Figure 1. I/O nets highlighted.
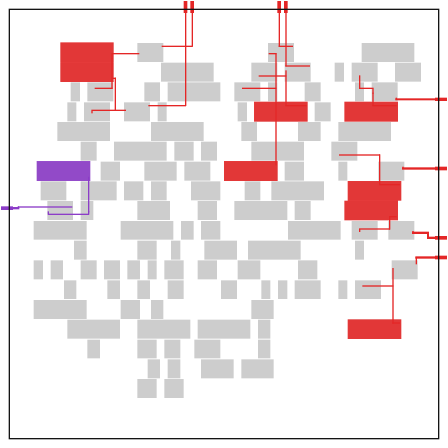
Figure 2. Wiring by layer.
The bar under the picture is 20 um long.
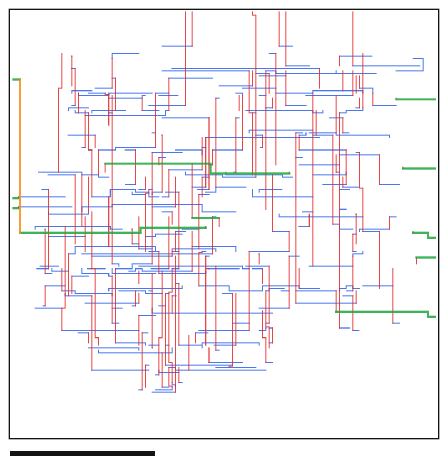
Figure 3. Placed standard cells.
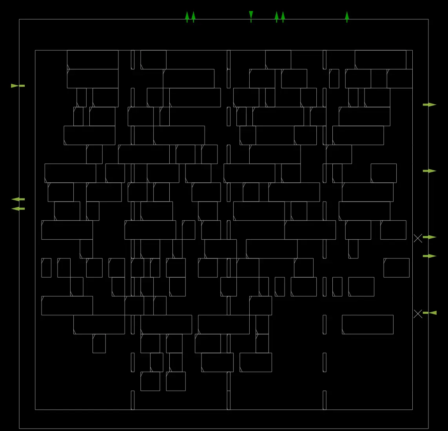
Figure 4. Clock distribution.
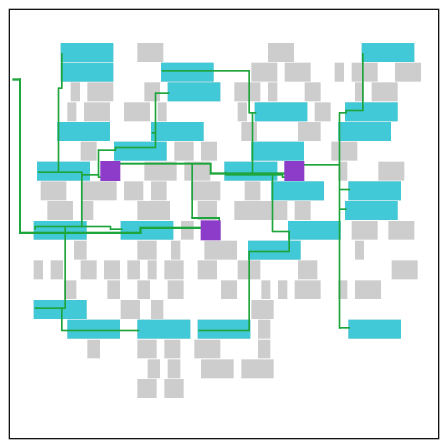
Figure 5. I/O pins on the die edge.
Pins as bars across the die edge, other pins in gray.
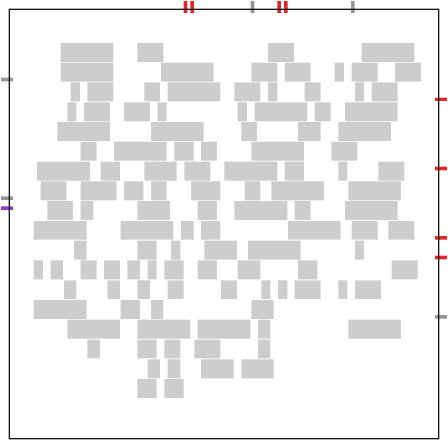
`src/rtl/serial_paralelo.sv`:
```
// Serial-to-parallel receiver: finds COMMA byte alignment, locks after LOCK_COUNT aligned commas.
// Optional feature macro ALIGN_LOSS_EN: drop lock after LOCK_COUNT periods with misaligned commas.
module serial_paralelo #(
  parameter int              WIDTH      = 8,
  parameter logic [WIDTH-1:0] COMMA     = 8'hBC,
  parameter int              LOCK_COUNT = 4
) (
  input  logic             clk_32f,
  input  logic             reset,
  input  logic             data_in,
  output logic [WIDTH-1:0] data_out,
  output logic             valid_out,
  output logic             active,
  output logic             byte_stb
);

  localparam int CW   = $clog2(WIDTH);
  localparam int CNTW = $clog2(LOCK_COUNT + 1);
  localparam logic [CW-1:0]   LAST   = CW'(WIDTH - 1);
  localparam logic [CNTW-1:0] LOCK_N = CNTW'(LOCK_COUNT);

  typedef enum logic [1:0] {HUNT, SYNC, LOCKED} state_t;

  state_t           state, state_next;
  logic [WIDTH-2:0] sr;
  logic [CW-1:0]    bit_cnt, bit_cnt_next;
  logic [CNTW-1:0]  comma_cnt, comma_cnt_next, comma_inc;
  logic [WIDTH-1:0] data_next, cand;
  logic             valid_next, active_next, stb_next;
  logic             is_comma, boundary;
`ifdef ALIGN_LOSS_EN
  logic [CNTW-1:0]  loss_cnt, loss_next, loss_inc;
  logic             miss, miss_next;
`endif

  // Only the low WIDTH-1 bits of history are ever needed to form the candidate symbol.
  assign cand      = {sr, data_in};
  assign is_comma  = (cand == COMMA);
  assign boundary  = (bit_cnt == LAST);
  assign comma_inc = comma_cnt + 1'b1;
`ifdef ALIGN_LOSS_EN
  assign loss_inc  = loss_cnt + 1'b1;
`endif

  always_ff @(posedge clk_32f) begin
    if (reset) begin
      state     <= HUNT;
      sr        <= '0;
      bit_cnt   <= '0;
      comma_cnt <= '0;
      data_out  <= '0;
      valid_out <= 1'b0;
      active    <= 1'b0;
      byte_stb  <= 1'b0;
`ifdef ALIGN_LOSS_EN
      loss_cnt  <= '0;
      miss      <= 1'b0;
`endif
    end else begin
      state     <= state_next;
      sr        <= cand[WIDTH-2:0];
      bit_cnt   <= bit_cnt_next;
      comma_cnt <= comma_cnt_next;
      data_out  <= data_next;
      valid_out <= valid_next;
      active    <= active_next;
      byte_stb  <= stb_next;
`ifdef ALIGN_LOSS_EN
      loss_cnt  <= loss_next;
      miss      <= miss_next;
`endif
    end
  end

  always_comb begin
    state_next     = state;
    bit_cnt_next   = boundary ? '0 : bit_cnt + 1'b1;
    comma_cnt_next = comma_cnt;
    data_next      = data_out;
    valid_next     = valid_out;
    active_next    = active;
    stb_next       = 1'b0;
`ifdef ALIGN_LOSS_EN
    loss_next      = '0;
    miss_next      = 1'b0;
`endif
    case (state)
      // Bitwise search: a comma at any bit position re-phases the symbol counter.
      HUNT: begin
        valid_next = 1'b0;
        if (is_comma) begin
          bit_cnt_next   = '0;
          comma_cnt_next = CNTW'(1);
          if (LOCK_COUNT == 1) begin
            state_next  = LOCKED;
            active_next = 1'b1;
          end else begin
            state_next = SYNC;
          end
        end
      end
      SYNC: begin
        valid_next = 1'b0;
        if (boundary) begin
          if (is_comma) begin
            comma_cnt_next = comma_inc;
            if (comma_inc == LOCK_N) begin
              state_next  = LOCKED;
              active_next = 1'b1;
            end
          end else begin
            state_next     = HUNT;
            comma_cnt_next = '0;
          end
        end
      end
      LOCKED: begin
`ifdef ALIGN_LOSS_EN
        loss_next = loss_cnt;
        miss_next = miss | (is_comma & ~boundary);
`endif
        if (boundary) begin
          data_next  = cand;
          stb_next   = 1'b1;
          valid_next = ~is_comma;
`ifdef ALIGN_LOSS_EN
          // A period counts against the lock only if it held a comma off the boundary.
          miss_next = 1'b0;
          if (is_comma || !miss) begin
            loss_next = '0;
          end else if (loss_inc == LOCK_N) begin
            loss_next      = '0;
            comma_cnt_next = '0;
            state_next     = HUNT;
            active_next    = 1'b0;
            valid_next     = 1'b0;
          end else begin
            loss_next = loss_inc;
          end
`endif
        end
      end
      default: state_next = HUNT;
    endcase
  end

endmodule

```
`config.mk`:
```
export PLATFORM = sky130hd
export DESIGN_NAME = serial_paralelo
export DESIGN_NICKNAME = d
export VERILOG_FILES = /design/src/rtl/serial_paralelo.sv
export SDC_FILE = /design/constraint.sdc
export NUM_CORES = 1
export LEC_CHECK = 0
export CAP_MARGIN = 20
export CELL_PAD_IN_SITES_DETAIL_PLACEMENT = 1
export CELL_PAD_IN_SITES_GLOBAL_PLACEMENT = 2
export CORE_MARGIN = 2
export CORE_UTILIZATION = 33
export DETAILED_ROUTE_END_ITERATION = 8
export PLACE_DENSITY = 0.79
export SLEW_MARGIN = 0
export SYNTH_ARGS = -nofsm -noshare
export SYNTH_HDL_FRONTEND = slang
export SYNTH_SLANG_ARGS = --single-unit
```
`constraint.sdc`:
```
create_clock -name clk_32f -period 1.8 [get_ports clk_32f]
set_input_delay 0.36 -clock clk_32f [delete_from_list [all_inputs] [get_ports clk_32f]]
set_output_delay 0.36 -clock clk_32f [all_outputs]
set_load 0.005 [all_outputs]
```
==> job_summary.md <==
### Yosys + OpenROAD results

| Metric | Value |
|---|---|
| TritonCTS clock tree | `yes` |
| CP most frequent cell | `ha_1` |
| Largest fanout on the critical path | `5` |
| Worst-margin pin slew | `0.3329 ns` |
| Fin nets | `124` |
| Synth area leader | `dfxtp_1` |
| Commonest flop | `dfxtp_1` |
| Fmax achieved | `634.3 MHz` |
| Grt ovf | `0` |
| Syn_nets | `105` |
| CP endpoint kind | `flip-flop` |
| Share of layout cells above drive strength 1 | `0.1121` |
| NetSw | `0.1846 mW` |
| IR drop worst, VDD | `0.6112 mV` |
| Vias in the first global route | `778` |
| AO/OA Area Share | `0.07431` |
| Status | `complete, but fails checks` |
| Final worst-path cycle share | `0.8758` |
| Via-to-Cell Ratio | `4.993` |
| Post-CTS Setup Inserts | `0` |
| Top-area cell share | `0.5239` |
| DR iter-0 viols | `13` |
| Max stage delay on crit path | `0.38 ns` |
| Post-synth EDFFs | `0` |
| Yosys xor share | `0.008816` |
| Cell-internal power | `0.7235 mW` |
| DR DRC count | `2` |
| RSZ-0062 raised after global routing | `no` |
| H-tree depth | `1` |
| Top area cell types | `dfxtp_1 (52%), mux2i_1 (8.1%), nor2b_1 (5.7%)` |
| CP cell instances | `ha_1 > ha_1 > inv_1 > or2_2 > or2b_1 > a21oi_1` |
| Failing checks | `design-rule violations` |
| Average detailed-routed wire length per instance | `13.27 um` |
| Hold Path Class | `flip-flop to flip-flop` |
| First-pass DRT Iterations | `6` |
| Mapped cell area | `993.5 um2` |
| Sw frac | `0.2033` |
| Mapped Cells | `98` |
| Simple-Gate Area Share | `0.2267` |
| CTS Root Cell | `clkbuf_4` |
| Ys cells | `98` |
| Tool warnings | `27` |
| Adder share | `0.05038` |
| WP data arrival | `1.83 ns` |
| Antenna Nets Post-Route | `0` |
| Fp_density | `0.3541` |
| Worst Setup Start Kind | `flip-flop` |
| Count of cell types in the netlist | `29` |
| Final Setup Violations | `0` |
| Yosys top cell by instances | `dfxtp_1` |
About Figure 1:
[purple] `valid_out` | bits: 1 | direction: output | edge: left | end cells: 1 | buffers: 1 | wire: 19.2 um
[red] `data_out` | bits: 8 | direction: output | edge: 4 top, 4 right | end cells: 8 | buffers: 8 | wire: 155 um
input/output buffers: 13
num ports: 14

About Figure 2:
[red] met2 | wire length: 931 um
[green] met3 | wire length: 89.0 um
[orange] met4 | wire length: 21.1 um
[blue] met1 | wire length: 911 um

About Figure 3:
Well Taps: 31
fin util: 0.4393

About Figure 4:
[green] clock wires | length: 309 um
[purple] cells driving clock nets | count: 3
[cyan] flip-flops | count: 26
routed clock nets: 4
Worst Clk Skew: 0.009053 ns
Late-Pin Clk Latency: 0.32 ns
clk pwr: 0.289 mW

About Figure 5:
[red] `data_out` | pins: 8 | direction: output | edge: 4 top, 4 right
[purple] `valid_out` | pins: 1 | direction: output | edge: left
die y size: 58.87 um
Die W: 58.87 um

[power by group through the flow]
stage          Clock (mW)  Sequential, mW  Combinational [mW]
2_1_floorplan           0           0.601              0.0185
3_3_place_gp            0           0.602              0.0293
3_5_place_dp            0           0.602              0.0303
4_1_cts             0.309           0.590              0.0304
5_1_grt             0.336           0.591              0.0349
6_report            0.289           0.589              0.0296
[final timing paths]
check,from,endpoint,slack (ns),depth (start not counted)
hold reg to reg,bit_cnt[0],bit_cnt[0],0.45,1
setup reg to reg,bit_cnt[0],valid_out,0.22,6
hold / removal,bit_cnt[0],bit_cnt[0],0.45,1
setup / recovery,bit_cnt[0],valid_out,0.22,6
[layout make-up]
cell class,instances,area share
Clock buffer,4,0.02944
Timing Repair Buffer,19,0.1523
Tap cell,31,0.03147
Inverter,3,0.009137
Multi-Input combinational cell,64,0.3553
Sequential cell,26,0.4223
[metrics by stage]
| stage | setup TNS, ns | instance area, um2 | utilization | setup WS, ns |
|---|---|---|---|---|
| floorplan | 0 | 993.5 | - | 0.3151 |
| global placement | -0.1759 | 1196 | 0.4264 | -0.06108 |
| detailed placement | -0.3513 | 1196 | 0.4264 | -0.1016 |
| CTS | 0 | 1232 | 0.4393 | 0.1912 |
| global route | 0 | 1232 | 0.4393 | 0.07902 |
| finish | 0 | 1232 | 0.4393 | 0.2235 |
[placed cells by master, fill, tap and decap left out, types with 2 or more instances in the layout]
cell type and count:
nor3_1 2, nor2_1 11, mux2i_1 8, nand3_1 4, a21oi_1 5, nor3b_1 2, buf_4 5, o21ai_0 3
clkdlybuf4s50_1 13, nor2b_1 9, dfxtp_1 26, clkbuf_4 3, nor4_1 2, inv_1 3, ha_1 4
[cell families after synthesis]
| logic type | after synthesis |
|---|---|
| fa+ha+maj | 4 |
| flops | 26 |
| xor+xnor | 1 |
| mux | 8 |
| buf+inv | 8 |
| compound gates | 12 |
| simple gates | 39 |
[sequential cells by signal, indices dropped and copies added, names as in the netlist]
name and count:
active 1, bit_cnt 3, byte_stb 1, comma_cnt 3
data_out 8, sr 7, state 2, valid_out 1
[routing by layer]
layer,vias to the layer above,global-route usage,wire length [um]
li1,373,-,-
met1,346,0.1680,910
met2,13,0.2270,931
met3,2,0.04615,88
met4,0,0.03896,21
met5,-,0,0
Power is estimated from default activity; no workload was simulated.
